**config.mk**
```make
export PLATFORM = sky130hd
export DESIGN_NAME = nes_clk_reset_gen
export DESIGN_NICKNAME = d
export VERILOG_FILES = /design/src/rtl/nes_clk_reset_gen.sv
export SDC_FILE = /design/constraint.sdc
export NUM_CORES = 1
export LEC_CHECK = 0
export CORE_ASPECT_RATIO = 1.2
export CORE_MARGIN = 5
export CORE_UTILIZATION = 49
export DETAILED_ROUTE_END_ITERATION = 12
export PLACE_DENSITY_LB_ADDON = 0.08
export SYNTH_ARGS = -nofsm -noshare
export SYNTH_HDL_FRONTEND = slang
export SYNTH_SLANG_ARGS = --single-unit
```
**constraint.sdc**
```tcl
create_clock -name clk -period 1.75 [get_ports clk]
set_input_delay 0.2625 -clock clk [delete_from_list [all_inputs] [get_ports clk]]
set_output_delay 0.2625 -clock clk [all_outputs]
set_load 0.01 [all_outputs]
```
**src/rtl/nes_clk_reset_gen.sv**
```systemverilog
// nes_clk_reset_gen: holds the NES core in reset until the PLL lock is stable, then
// emits the registered PPU/CPU clock enables and phi2, phase-aligned to the sys_rst_n rise.
module nes_clk_reset_gen #(
    parameter int unsigned RESET_CYCLES = 1024,
    parameter int unsigned PPU_DIV      = 4,
    parameter int unsigned CPU_DIV      = 12
) (
    input  logic clk,
    input  logic rst_n,
    input  logic pll_locked,
    output logic sys_rst_n,
    output logic ppu_ce,
    output logic cpu_ce,
    output logic cpu_phi2,
    output logic lock_lost
);
    localparam int unsigned CW = $clog2(RESET_CYCLES + 1);
    localparam int unsigned PW = $clog2(CPU_DIV);
    localparam logic [CW-1:0] CNT_LAST = CW'(RESET_CYCLES - 1);
    localparam logic [PW-1:0] PPU_M = PW'(PPU_DIV);
    localparam logic [PW-1:0] PPU_L = PW'(PPU_DIV - 1);
    localparam logic [PW-1:0] CPU_L = PW'(CPU_DIV - 1);
    localparam logic [PW-1:0] CPU_H = PW'(CPU_DIV / 2);

    typedef enum logic [1:0] {WAIT_LOCK, STRETCH, RUN} state_t;

    state_t        state_q;
    logic [1:0]    rst_sync_q;
    logic [1:0]    lock_sync_q;
    logic [CW-1:0] cnt_q;
    logic [PW-1:0] ph_q;
    logic [PW-1:0] ph_d;
    logic          sys_rst_n_q;
    logic          ppu_ce_q;
    logic          cpu_ce_q;
    logic          cpu_phi2_q;
    logic          lock_lost_q;
    logic          locked_s;

    assign locked_s = lock_sync_q[1];

    always_ff @(posedge clk or negedge rst_n) begin
        if (!rst_n) rst_sync_q <= 2'b00;
        else        rst_sync_q <= {rst_sync_q[0], 1'b1};
    end

    // Lock synchronizer is held clear until the reset synchronizer has released.
    always_ff @(posedge clk or negedge rst_n) begin
        if (!rst_n) lock_sync_q <= 2'b00;
        else        lock_sync_q <= rst_sync_q[1] ? {lock_sync_q[0], pll_locked} : 2'b00;
    end

    always_comb ph_d = (ph_q == CPU_L) ? '0 : ph_q + 1'b1;

    always_ff @(posedge clk or negedge rst_n) begin
        if (!rst_n) begin
            state_q     <= WAIT_LOCK;
            cnt_q       <= '0;
            ph_q        <= '0;
            sys_rst_n_q <= 1'b0;
            ppu_ce_q    <= 1'b0;
            cpu_ce_q    <= 1'b0;
            cpu_phi2_q  <= 1'b0;
            lock_lost_q <= 1'b0;
        end else begin
            case (state_q)
                WAIT_LOCK: begin
                    cnt_q <= '0;
                    if (locked_s) state_q <= STRETCH;
                end
                STRETCH: begin
                    if (!locked_s) begin
                        state_q <= WAIT_LOCK;
                        cnt_q   <= '0;
                    end else if (cnt_q == CNT_LAST) begin
                        state_q     <= RUN;
                        ph_q        <= '0;
                        sys_rst_n_q <= 1'b1;
                    end else begin
                        cnt_q <= cnt_q + 1'b1;
                    end
                end
                RUN: begin
                    if (!locked_s) begin
                        state_q     <= WAIT_LOCK;
                        cnt_q       <= '0;
                        ph_q        <= '0;
                        sys_rst_n_q <= 1'b0;
                        ppu_ce_q    <= 1'b0;
                        cpu_ce_q    <= 1'b0;
                        cpu_phi2_q  <= 1'b0;
                        lock_lost_q <= 1'b1;
                    end else begin
                        ph_q       <= ph_d;
                        ppu_ce_q   <= (ph_d % PPU_M) == PPU_L;
                        cpu_ce_q   <= ph_d == CPU_L;
                        cpu_phi2_q <= ph_d >= CPU_H;
                    end
                end
                default: state_q <= WAIT_LOCK;
            endcase
        end
    end

    assign sys_rst_n = sys_rst_n_q;
    assign ppu_ce    = ppu_ce_q;
    assign cpu_ce    = cpu_ce_q;
    assign cpu_phi2  = cpu_phi2_q;
    assign lock_lost = lock_lost_q;
endmodule

```
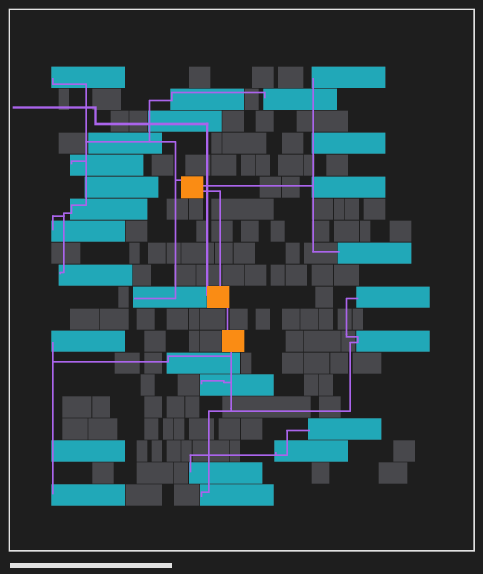
*Clock network drawn from the DEF, run 1*
The bar under the picture is 20 µm long.
flip-flops: drawn in cyan, count 26. clock-net drivers: drawn in orange, count 3. clock wires: drawn in purple, length 325 µm.
There are 4 routed clock nets.
P_clk: 415 µW
Late-Pin Clk Latency: 320 ps
Max Clock Skew: 7.19 ps
clock network power share: 39.3%

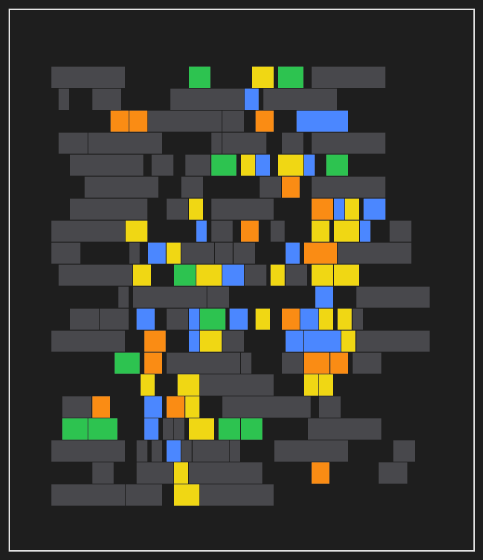
*Logic cells by family, run 1*
non-inverting ao/oa cells: drawn in green, cells 11. aoi and oai cells: drawn in yellow, cells 27, most used o21ai_0. and/or cells: drawn in orange, cells 15, most used or3_1. nand cells: drawn in blue, cells 22, most used nand2_1, where centre.
Comb area share: 41.0%
Layout Cells excl Fill: 182
most frequent logic cell in the layout: dfrtp_1

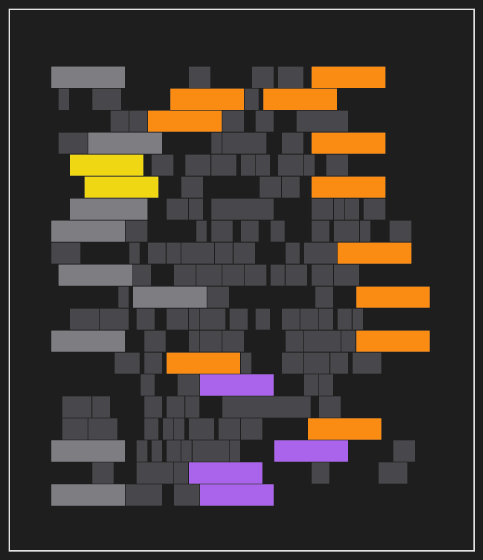
*Register map, names as in the netlist, run 1*
`cnt_q`: drawn in orange, placed flops 11. `ph_q`: drawn in purple, placed flops 4, where south. `lock_sync_q`: drawn in yellow, placed flops 2.
utilization after layout: 62.4%
Flop area: 652 µm²

[run 1: synthesized netlist by cell type, types with 3 or more instances]
cell type and number:
nor2_1 7, a21o_1 3, o21ai_0 7, a22o_1 3, nand2b_1 3, inv_1 4, nand4_1 4, nand2_1 6
o31ai_1 3, nand3_1 6, a21oi_1 7, or3_1 4, ha_1 4, dfrtp_1 26, and2_1 3
[run 1: cells in the final DEF (no fill, tap or decap), drive strengths merged, types with 4 or more instances in the layout]
| cell | instances |
|---|---|
| inv | 4 |
| a21oi | 7 |
| buf | 14 |
| or3 | 4 |
| nand4 | 5 |
| nor2 | 7 |
| nand2 | 6 |
| nand3 | 6 |
| dfrtp | 26 |
| ha | 4 |
| o21ai | 9 |
| clkdlybuf4s50 | 7 |
[run 1: state kept, by name, summed over array words and instances (netlist names)]
| name | cells |
|---|---|
| lock_sync_q | 2 |
| sys_rst_n | 1 |
| lock_lost | 1 |
| state_q | 2 |
| ph_q | 4 |
| cnt_q | 11 |
| cpu_phi2 | 1 |
| rst_sync_q | 2 |
| ppu_ce | 1 |
| cpu_ce | 1 |
[run 1: area by class of cell]
type | count | area [µm²] | share of cell area (%)
clock buffers | 3 | 22.5 | 1.41
well taps | 33 | 41.3 | 2.59
inverters | 4 | 15.0 | 0.943
flip-flops and latches | 26 | 652 | 40.9
repair buffers | 21 | 179 | 11.2
multi-input cells | 94 | 653 | 41.0
clock inverters | 1 | 30.0 | 1.89
[run 1: critical path, delay by kind of cell (launching register included)]
family,cells,cell delay [ps]
AOI/OAI and AO/OA,2,320
and+or+nand+nor,2,710
buffers and inverters,1,140
DFF,1,410
[run 1: per-layer routing]
layer | up-vias | global-route usage [%] | share of wire, %
met3 | 2 | 3.10 | 3.1
met5 | - | 0 | 0
li1 | 525 | - | -
met2 | 19 | 28.7 | 50
met1 | 530 | 21.7 | 47
met4 | 0 | 6.38 | 0.71
[run 1: report_power, final]
part           total (mW)  internal (mW)  switching, mW
Combinational      0.0338         0.0139         0.0199
Sequential          0.609          0.606        0.00277
Clock               0.415          0.231          0.184
Total                1.06          0.852          0.207
[run 1: cell families after synthesis]
group	share of synthesized area (%)
buffers and inverters	2.75
adders and majority gates	3.80
DFF	49.4
and+or+nand+nor	23.3
AOI/OAI and AO/OA	19.8
muxes	0.760
other	0.285
[run 1: through the flow]
| step | utilization [%] | hold slack, ps | area [µm²] | instances | power [mW] |
|---|---|---|---|---|---|
| after floorplan | - | -33.1 | 1320 | 127 | 0.631 |
| after global placement | 58.1 | 344 | 1480 | 174 | 0.651 |
| after detailed placement | 58.1 | 349 | 1480 | 174 | 0.652 |
| after CTS | 60.1 | 286 | 1540 | 178 | 1.07 |
| after global routing | 62.4 | 320 | 1590 | 182 | 1.10 |
| final | 62.4 | 284 | 1590 | 182 | 1.06 |
[run 1: worst min-delay path by stage]
stage	to	slack [ps]	cells past startpoint
3_3_place_gp	rst_sync_q[1]	340	0
5_1_grt	cnt_q[9]	320	2
2_1_floorplan	cnt_q[0]	-30	0
3_5_place_dp	rst_sync_q[1]	350	0
6_report	cnt_q[9]	280	2
4_1_cts	cnt_q[9]	290	2
==> out/qor.csv, run 1 <==
stage;metric;value;unit
critical_path;crit_start;lock_sync_q[1];
logic_synthesis;syn-num-nets;134;
critical_path;worstPathCellList;buf_4, o21a_1, or3_1, or3_1, a21oi_1;
run;warning_count;28;
clock_tree;cts_buffer_depth;2;
clock_tree;cts_hold_buf;0;
global_route;grt_max_degree;27;
clock_tree;cts_setup_buffers;0;
power;powerDensity;664;nW/µm²
global_route;overflow;0;
logic_synthesis;synthArstFlopShare;100;%
power;ir_drop;0.488;mV
sta;rsz0062_at_grt;false;
global_route;grt_first_pass_wirelength;5.10;mm
critical_path;timing.rr.end;cnt_q[7];
critical_path;criticalPathCategory;reg2reg;
sta;max_freq;0.604;GHz
sta;fin_crit;1660;ps
drt;vias;1076;
critical_path;worst_ep_required_time;2010;ps
logic_synthesis;flop_cell;dfrtp_1;
placed_design;io_buffers;7;
layout;nets;157;
power;p_leak;0.726;nW
logic_synthesis;ys_ff;26;
critical_path;cp-end-kind;flip-flop;
critical_path;regToRegSetupSlack;90;ps
logic_synthesis;synth.top_cell.area_share;49.4;%
layout;synthToLayoutAreaGrowth;20.9;%
drt;drc;0;
sta;slew_viol_final;0;
sta;hold_violations;0;
drt;drtPass1Iterations;4;
drt;via_per_inst;5.91;
clock_tree;cts_tree;yes;
sta;setup_viol;0;
status;status;finished clean;
logic_synthesis;syn-cell-area;1320;µm²
layout;fill_cells;224;
clock_tree;numCtsBuffers;3;
critical_path;rr_startpoint;lock_sync_q[1];
clock_tree;cts.sinks;26;
floorplan;die_h;66.8;µm
floorplan;core;2550;µm²
layout;antenna_cells;0;
run;cap_viol_max_count;0;
logic_synthesis;synth_area_per_cell;10.4;µm²
critical_path;reg2regPathDepth;5;
global_route;antenna_found_initial;0;
critical_path;critPathLaunchType;flip-flop;
sta;final.setup.tns;0;ps
placed_design;post-place-ws;12.2;ps
clock_tree;cts-root-buf;clkbuf_4;
hold_path;hp-class;in2async;
drt;wl;2.96;mm
global_route;grt_pass1_vias;1157;
drt;wl_per_cell;16.3;µm
placed_design;hpwl;2.06;mm
logic_synthesis;ys_area;1320;µm²
floorplan;die_x;57.3;µm
logic_synthesis;ys_seq_share;49.4;%
critical_path;cp_slowest_stage_delay;410;ps
critical_path;path_common_cell;or3_1;
logic_synthesis;ys_cells;127;
clock_tree;path_clk_slew;150;ps
sta;setup_ws;93.0;ps
global_route;track_usage;17.0;%
logic_synthesis;synth_top_cell_by_area;dfrtp_1;
critical_path;cp_max_fo;3;
drt;ant_nets;0;
logic_synthesis;synth.distinct_cells;46;
placed_design;gp_congestion;0.836;
floorplan;dieArea;3830;µm²
logic_synthesis;edf_count;0;
clock_tree;cts.htree.levels;1;
floorplan;fp_util;51.6;%
layout;drive_gt1_share;19.5;%
clock_tree;post_cts_resized;0;
sta;period_used_share;94.7;%
drt;drt_iter0_drc;33;
floorplan;io_pins;8;
critical_path;cp.arrival;1910;ps
logic_synthesis;yosysWarnings;0;
critical_path;crit_slowest_cell;dfrtp_1;
critical_path;crit_path_end;cnt_q[7];
logic_synthesis;synth_cells;127;
floorplan;std_cell_rows;20;
logic_synthesis;area_leaders;dfrtp_1, ha_1, a21oi_1, o21ai_0, nand3_1;
==> inputs of run 2 (changes only) <==
- clock period: 1.75 -> 1.85 ns (I/O delays scaled with it)
==> run 2 against run 1 <==
Against the previous run:
- final cell count decreased by 4.9%
- die size is the same
- synthesized area did not move
- first-iteration DRC count grew 18%
- non-clock buffer count is 8 lower
- utilization is 4.4 points lower
- worst hold slack improved by 35 ps
- clock skew decreased by 3.3 ps
- synthesized cell count unchanged
- count of clock-buffer cells in the layout unchanged
- final area fell by 7.1%
- critical path type unchanged
- critical endpoint is now cnt_q[0]
- largest power group unchanged
==> out/qor.csv, run 2 <==
stage;metric;value;unit;change
global_route;grt_first_pass_wirelength;4.92;mm;-3.5%
drt;drtPass1Iterations;4;;unchanged
logic_synthesis;ys_area;1320;µm²;unchanged
logic_synthesis;synth_top_cell_by_area;dfrtp_1;;
drt;via_per_inst;6.02;;+1.9%
global_route;track_usage;16.1;%;-0.96 points
logic_synthesis;yosysWarnings;0;;unchanged
logic_synthesis;yosysMostFrequentCell;dfrtp_1;;
logic_synthesis;synth_area_per_cell;10.4;µm²;unchanged
placed_design;io_buffers;7;;unchanged
logic_synthesis;common_cells;dfrtp_1, a21oi_1, nor2_1, o21ai_0;;
logic_synthesis;area_leaders;dfrtp_1, ha_1, a21oi_1, o21ai_0, nand3_1;;
logic_synthesis;edf_count;0;;unchanged
logic_synthesis;syn-num-nets;134;;unchanged
logic_synthesis;ys_ff;26;;unchanged
power;powerDensity;567;nW/µm²;-15%
layout;fill_cells;256;;+14%
sta;period_used_share;91.9;%;-2.8 points
logic_synthesis;ys_seq_share;49.4;%;unchanged
hold_path;hp-class;in2async;;
placed_design;hpwl;2.01;mm;-2.2%
layout;largest_register;cnt_q;;
clock_tree;cts_tree;yes;;
floorplan;io_pins;8;;unchanged
drt;vias;1042;;-3.2%
floorplan;fp_util;51.6;%;unchanged
critical_path;cp.arrival;1960;ps;+50 ps
logic_synthesis;ys_cells;127;;unchanged
power;ir_drop;0.501;mV;+2.7%
critical_path;cp_max_fo;6;;+3
critical_path;critPathLaunchType;flip-flop;;
logic_synthesis;syn-cell-area;1320;µm²;unchanged
sta;fin_crit;1700;ps;+43.7 ps
layout;antenna_cells;0;;unchanged
global_route;grt_pass1_vias;1080;;-6.7%
clock_tree;cts_hold_buf;0;;unchanged
layout;drive_gt1_share;11.4;%;-8.0 points
floorplan;std_cell_rows;20;;unchanged
run;warning_count;28;;unchanged
drt;ant_nets;0;;unchanged
floorplan;dieArea;3830;µm²;unchanged
layout;nets;149;;-5.1%
floorplan;die_h;66.8;µm;unchanged
critical_path;cp-end-kind;flip-flop;;
placed_design;post-place-cells;170;;-2.3%
sta;slew_viol_final;0;;unchanged
layout;largestRegisters;cnt_q (11), ph_q (4);;
clock_tree;cts-root-buf;clkbuf_4;;
floorplan;core;2550;µm²;unchanged
run;cap_viol_max_count;0;;unchanged
drt;drt_iter0_drc;39;;+18%
critical_path;worst_ep_required_time;2110;ps;+100 ps
sta;max_freq;0.588;GHz;-2.6%
placed_design;gp_congestion;0.844;;+0.92%
layout;final_common_cell;dfrtp_1;;
critical_path;criticalPathCategory;reg2reg;;
floorplan;die_x;57.3;µm;unchanged
clock_tree;clkLatencyLatePin;310;ps;about the same
sta;final.setup.tns;0;ps;unchanged
layout;final_cell_mix;dfrtp_1, nor2_1, a21oi_1, o21ai_0, clkdlybuf4s50_1;;
layout;final_cells;173;;-4.9%
clock_tree;numCtsBuffers;3;;unchanged
logic_synthesis;synthArstFlopShare;100;%;unchanged
sta;hold_ws;319;ps;+35.5 ps
status;status;finished clean;;
clock_tree;cts.sinks;26;;unchanged
drt;wl;2.76;mm;-6.9%
logic_synthesis;synth_cells;127;;unchanged
clock_tree;cts.htree.levels;1;;unchanged
global_route;grt_max_degree;27;;unchanged
sta;setup_viol;0;;unchanged
global_route;antenna_found_initial;0;;unchanged
logic_synthesis;synth.distinct_cells;46;;unchanged
clock_tree;cts_buffer_depth;2;;unchanged
drt;wl_per_cell;15.9;µm;-2.0%
logic_synthesis;synth.top_cell.area_share;49.4;%;unchanged
power;p_leak;0.672;nW;-7.4%
sta;finClkSkew;3.87;ps;-3.32 ps
clock_tree;path_clk_slew;130;ps;-20 ps
drt;drc;0;;unchanged
sta;hold_violations;0;;unchanged
logic_synthesis;flop_cell;dfrtp_1;;
layout;largest_register_ffs;11;;unchanged
global_route;overflow;0;;unchanged
[run 2: where the power goes]
part	switching (mW)	leakage [nW]	total (mW)	internal (mW)
Sequential	0.00438	0.357	0.578	0.573
Clock	0.157	0.0138	0.233	0.0760
Combinational	0.0173	0.301	0.0277	0.0104
Total	0.179	0.672	0.839	0.660
[run 2: critical path, cell delays in order (launching register included)]
cell	delay [ps]
dfrtp_1	430
ha_1	250
nand3_2	160
or3_1	450
o21ai_1	200
a22o_1	160
[run 2: through the flow]
stage / worst slack (ps) / power, mW / cell area, µm² / util [%]
after global placement: 152 / 0.616 / 1450 / 56.9
after global routing: -0.389 / 0.882 / 1480 / 58.0
after floorplan: 235 / 0.597 / 1320 / -
after CTS: 76.7 / 0.848 / 1480 / 57.8
final: 149 / 0.839 / 1480 / 58.0
after detailed placement: 101 / 0.617 / 1450 / 56.9
[run 2: final cells by class]
class,count,area [µm²],area share [%]
clock buffers,3,22.5,1.52
well taps,33,41.3,2.79
flip-flops and latches,26,651,44.0
repair buffers,13,115,7.78
multi-input cells,94,636,42.9
inverters,4,15.0,1.01
[run 2: what timing repair did]
item                                    in CTS  in global routing
gates resized                                0                  1
setup buffers                                0                  0
endpoints found under the setup margin       0                  7
[run 2: per-layer routing]
| layer | vias up | wire, µm | GRT usage [%] |
|---|---|---|---|
| met5 | - | 0 | 0 |
| met4 | 0 | 24 | 4.35 |
| met3 | 4 | 114 | 2.91 |
| met2 | 20 | 1330 | 26.1 |
| met1 | 513 | 1290 | 22.0 |
| li1 | 505 | - | - |
[run 2: logic make-up (layout without fill, tap and decap cells)]
family	count (synthesis)	after routing	synth area share, %
AND-OR/OR-AND	38	38	19.8
other	1	1	0.285
AND/OR/NAND/NOR	50	50	23.3
buffers and inverters	7	20	2.75
flip-flops	26	26	49.4
multiplexers	1	1	0.760
adder cells (fa/ha/maj)	4	4	3.80
[run 2: final timing paths]
kind                               startpoint             to  slack [ps]  cells after the start
max in group asynchronous               rst_n       cnt_q[2]        1280                      2
worst min-delay path                    rst_n        ph_q[1]         320                      2
worst max-delay path                 cnt_q[0]       cnt_q[0]         150                      5
worst min register to register  rst_sync_q[0]  rst_sync_q[1]         380                      0
min in group clk                rst_sync_q[0]  rst_sync_q[1]         380                      0
worst max register to register       cnt_q[0]       cnt_q[0]         150                      5
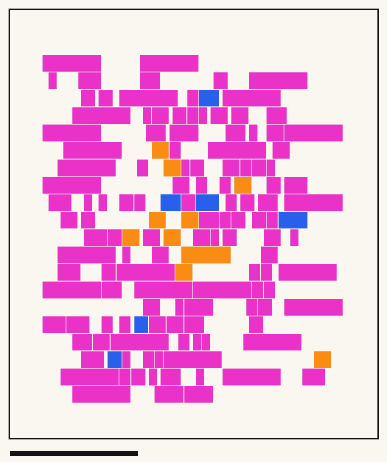
*Cells by drive strength, run 2*
The bar under the picture is 20 µm long.
x3 and x4: drawn in orange, cells 10, share 7.1%, most used buf_4. x2: drawn in blue, cells 6, share 4.3%, most used or2_2. x1 and smaller: drawn in magenta, cells 124, share 89%, most used dfrtp_1.
Non-Clock Buffer Count: 13
final std cell area, no fill: 1480 µm²
area grow syn2layout: 12.3%
worst setup slack after layout: 149 ps

==> inputs of run 3 (changes only) <==
- PLACE_DENSITY: not set -> 0.68
- PLACE_DENSITY_LB_ADDON: 0.08 -> not set
- clock period: 1.85 -> 2 ns (I/O delays scaled with it)
==> run 3 against run 2 <==
Against the previous run:
- sequential power fell by 7.8%
- final area fell by 0.85%
- wire length down 3.6%
- highest routed layer unchanged
==> out/qor.csv, run 3 <==
stage;metric;value;unit;change
sta;fin_crit;1770;ps;+71.9 ps
global_route;overflow;0;;unchanged
placed_design;hpwl;1.96;mm;-2.3%
critical_path;crit_start;cnt_q[0];;
layout;largestRegisters;cnt_q (11), ph_q (4);;
critical_path;criticalPathCategory;reg2reg;;
clock_tree;cts-root-buf;clkbuf_4;;
sta;setup_viol;0;;unchanged
clock_tree;numCtsBuffers;3;;unchanged
sta;slew_viol_final;0;;unchanged
drt;via_per_inst;6.01;;-0.29%
drt;drt_iter0_drc;34;;-13%
power;netSwitchingPower;161;µW;-10%
critical_path;crit_slowest_cell;or4_1;;
run;warning_count;28;;unchanged
power;pwr-share-comb;3.4;%;about the same
clock_tree;clkLatencyLatePin;310;ps;about the same
floorplan;std_cell_rows;20;;unchanged
power;switching_share;20.8;%;-0.49 points
run;cap_viol_max_count;0;;unchanged
power;intPower;610;µW;-7.5%
layout;nets;148;;-0.67%
power;p_leak;0.666;nW;-0.82%
floorplan;die_x;57.3;µm;unchanged
logic_synthesis;syn-cell-area;1320;µm²;unchanged
logic_synthesis;synth.distinct_cells;46;;unchanged
drt;drtPass1Iterations;5;;+1
logic_synthesis;synth_area_per_cell;10.4;µm²;unchanged
logic_synthesis;synth.top_cell.area_share;49.4;%;unchanged
floorplan;core;2550;µm²;unchanged
drt;ant_nets;0;;unchanged
layout;largest_register_ffs;11;;unchanged
sta;hold_violations;0;;unchanged
clock_tree;cts.sinks;26;;unchanged
global_route;grt_first_pass_wirelength;4.62;mm;-6.2%
hold_path;hp-class;in2async;;
global_route;grt_max_degree;27;;unchanged
global_route;antenna_found_initial;0;;unchanged
clock_tree;cts_hold_buf;0;;unchanged
logic_synthesis;ys_seq_share;49.4;%;unchanged
critical_path;cp_max_fo;9;;+3
logic_synthesis;yosysWarnings;0;;unchanged
critical_path;worst_ep_required_time;2250;ps;+140 ps
power;power;771;µW;-8.1%
global_route;track_usage;15.3;%;-0.76 points
logic_synthesis;flop_cell;dfrtp_1;;
clock_tree;post_cts_resized;0;;unchanged
logic_synthesis;synth_cells;127;;unchanged
logic_synthesis;synth_top_cell_by_area;dfrtp_1;;
layout;final_cell_mix;dfrtp_1, nor2_1, a21oi_1, o21ai_0, clkdlybuf4s50_1;;
floorplan;die_h;66.8;µm;unchanged
logic_synthesis;yosysMostFrequentCell;dfrtp_1;;
sta;hold_ws;340;ps;+21.0 ps
logic_synthesis;synthArstFlopShare;100;%;unchanged
critical_path;cp-end-kind;flip-flop;;
logic_synthesis;edf_count;0;;unchanged
logic_synthesis;syn-num-nets;134;;unchanged
sta;rsz0062_at_grt;false;;
layout;post-route-cell-area;1470;µm²;-0.85%
critical_path;worstPathCellList;ha_1, nand3_1, nor4_4, or4_1, a21oi_1;;
layout;antenna_cells;0;;unchanged
logic_synthesis;common_cells;dfrtp_1, a21oi_1, nor2_1, o21ai_0;;
placed_design;gp_congestion;0.865;;+2.5%
placed_design;postPlaceCellArea;1450;µm²;-0.52%
floorplan;dieArea;3830;µm²;unchanged
drt;wl;2.66;mm;-3.6%
sta;max_freq;0.564;GHz;-4.1%
layout;final_common_cell;dfrtp_1;;
clock_tree;path_clk_slew;130;ps;about the same
placed_design;io_buffers;7;;unchanged
logic_synthesis;ys_cells;127;;unchanged
critical_path;cp_slowest_stage_delay;510;ps;+60 ps
sta;period_used_share;88.6;%;-3.3 points
power;clkPwrFrac;27.4;%;-0.4 points
status;status;finished clean;;
sta;final.setup.tns;0;ps;unchanged
floorplan;fp_util;51.6;%;unchanged
layout;synthToLayoutAreaGrowth;11.4;%;
power;seqPwrFrac;69.2;%;+0.3 points
critical_path;cp.arrival;2020;ps;+60 ps
sta;finClkSkew;5.92;ps;+2.05 ps
clock_tree;cts_buffer_depth;2;;unchanged
layout;fill_cells;231;;-9.8%
critical_path;rr_startpoint;cnt_q[0];;
power;ir_drop;0.476;mV;-5.0%
drt;drc;0;;unchanged
layout;largest_register;cnt_q;;
placed_design;post-place-ws;262;ps;+160 ps
layout;drive_gt1_share;10.1;%;-1.4 points
clock_tree;cts.htree.levels;1;;unchanged
logic_synthesis;ys_ff;26;;unchanged
drt;vias;1033;;-0.86%
global_route;grt_pass1_vias;1031;;-4.5%
layout;logic_area;631;µm²;-0.79%
logic_synthesis;ys_area;1320;µm²;unchanged
logic_synthesis;area_leaders;dfrtp_1, ha_1, a21oi_1, o21ai_0, nand3_1;;
floorplan;io_pins;8;;unchanged
sta;setup_ws;227;ps;+78.1 ps
power;powerDensity;525;nW/µm²;-7.3%
drt;wl_per_cell;15.4;µm;-3.1%
clock_tree;cts_tree;yes;;
critical_path;critPathLaunchType;flip-flop;;
clock_tree;cts_setup_buffers;0;;unchanged
## run 3: cell counts after synthesis
No cell type changed its count.
## run 3: metal layers
metal	share of wire (%)	wire length (µm)	up-vias	track usage (%)
li1	-	-	503	-
met1	47	1240	496	21.3
met2	47	1250	28	24.3
met3	4.2	112	6	2.33
met4	1.7	46	0	5.22
met5	0	0	-	0
## run 3: critical path, delay by kind of cell, from the launching register on
family / cells / cell delay [ps]
adders and majority gates: 1 / 250
DFF: 1 / 440
AOI/OAI and AO/OA: 1 / 150
and+or+nand+nor: 3 / 860
## run 3: path summary, 6_finish.rpt
| kind | to | slack [ps] | cells after the start |
|---|---|---|---|
| setup / recovery | cnt_q[9] | 230 | 5 |
| hold / removal | state_q[0] | 340 | 2 |
| setup reg to reg | cnt_q[9] | 230 | 5 |
| hold reg to reg | rst_sync_q[1] | 380 | 0 |
| max in group asynchronous | lock_lost | 1410 | 2 |
| min in group clk | rst_sync_q[1] | 380 | 0 |
## run 3: power by group through the flow
stage | Sequential, mW | Clock (mW) | Combinational [mW]
final | 0.533 | 0.211 | 0.0264
after global routing | 0.535 | 0.250 | 0.0305
after global placement | 0.543 | 0 | 0.0265
after CTS | 0.534 | 0.220 | 0.0272
after floorplan | 0.542 | 0 | 0.00976
after detailed placement | 0.544 | 0 | 0.0270
## run 3: cell type report
class                      instances  area share (%)
timing repair buffer              12            7.33
clock buffer                       3            1.53
tap                               33            2.81
sequential                        26            44.3
inverter                           4            1.02
multi-input combinational         94            43.0
## run 3: kinds of logic (layout without fill, tap and decap cells)
group                      after synthesis  in the layout  synth area share [%]
and+or+nand+nor                         50             50                  23.3
buffers and inverters                    7             19                  2.75
DFF                                     26             26                  49.4
adders and majority gates                4              4                  3.80
AOI/OAI and AO/OA                       38             38                  19.8
muxes                                    1              1                 0.760
other                                    1              1                 0.285
## run 3: metrics by stage
step,cells,utilization (%)
floorplan,127,-
global placement,169,56.6
detailed placement,169,56.6
CTS,172,57.5
global route,172,57.5
finish,172,57.5
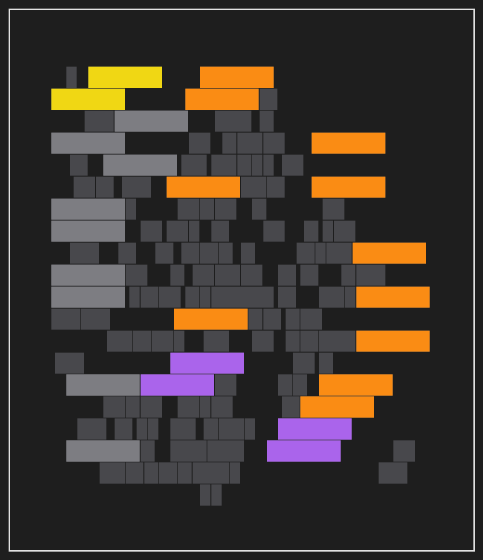
*Register map, names as in the netlist, run 3*
`ph_q`: drawn in purple, placed flops 4, where south. `cnt_q`: drawn in orange, placed flops 11. `lock_sync_q`: drawn in yellow, placed flops 2.
Seq power: 533 µW
utilization after layout: 57.5%
Flop area: 651 µm²
flop share of the area: 44.3%

Power is estimated from default activity; no workload was simulated.
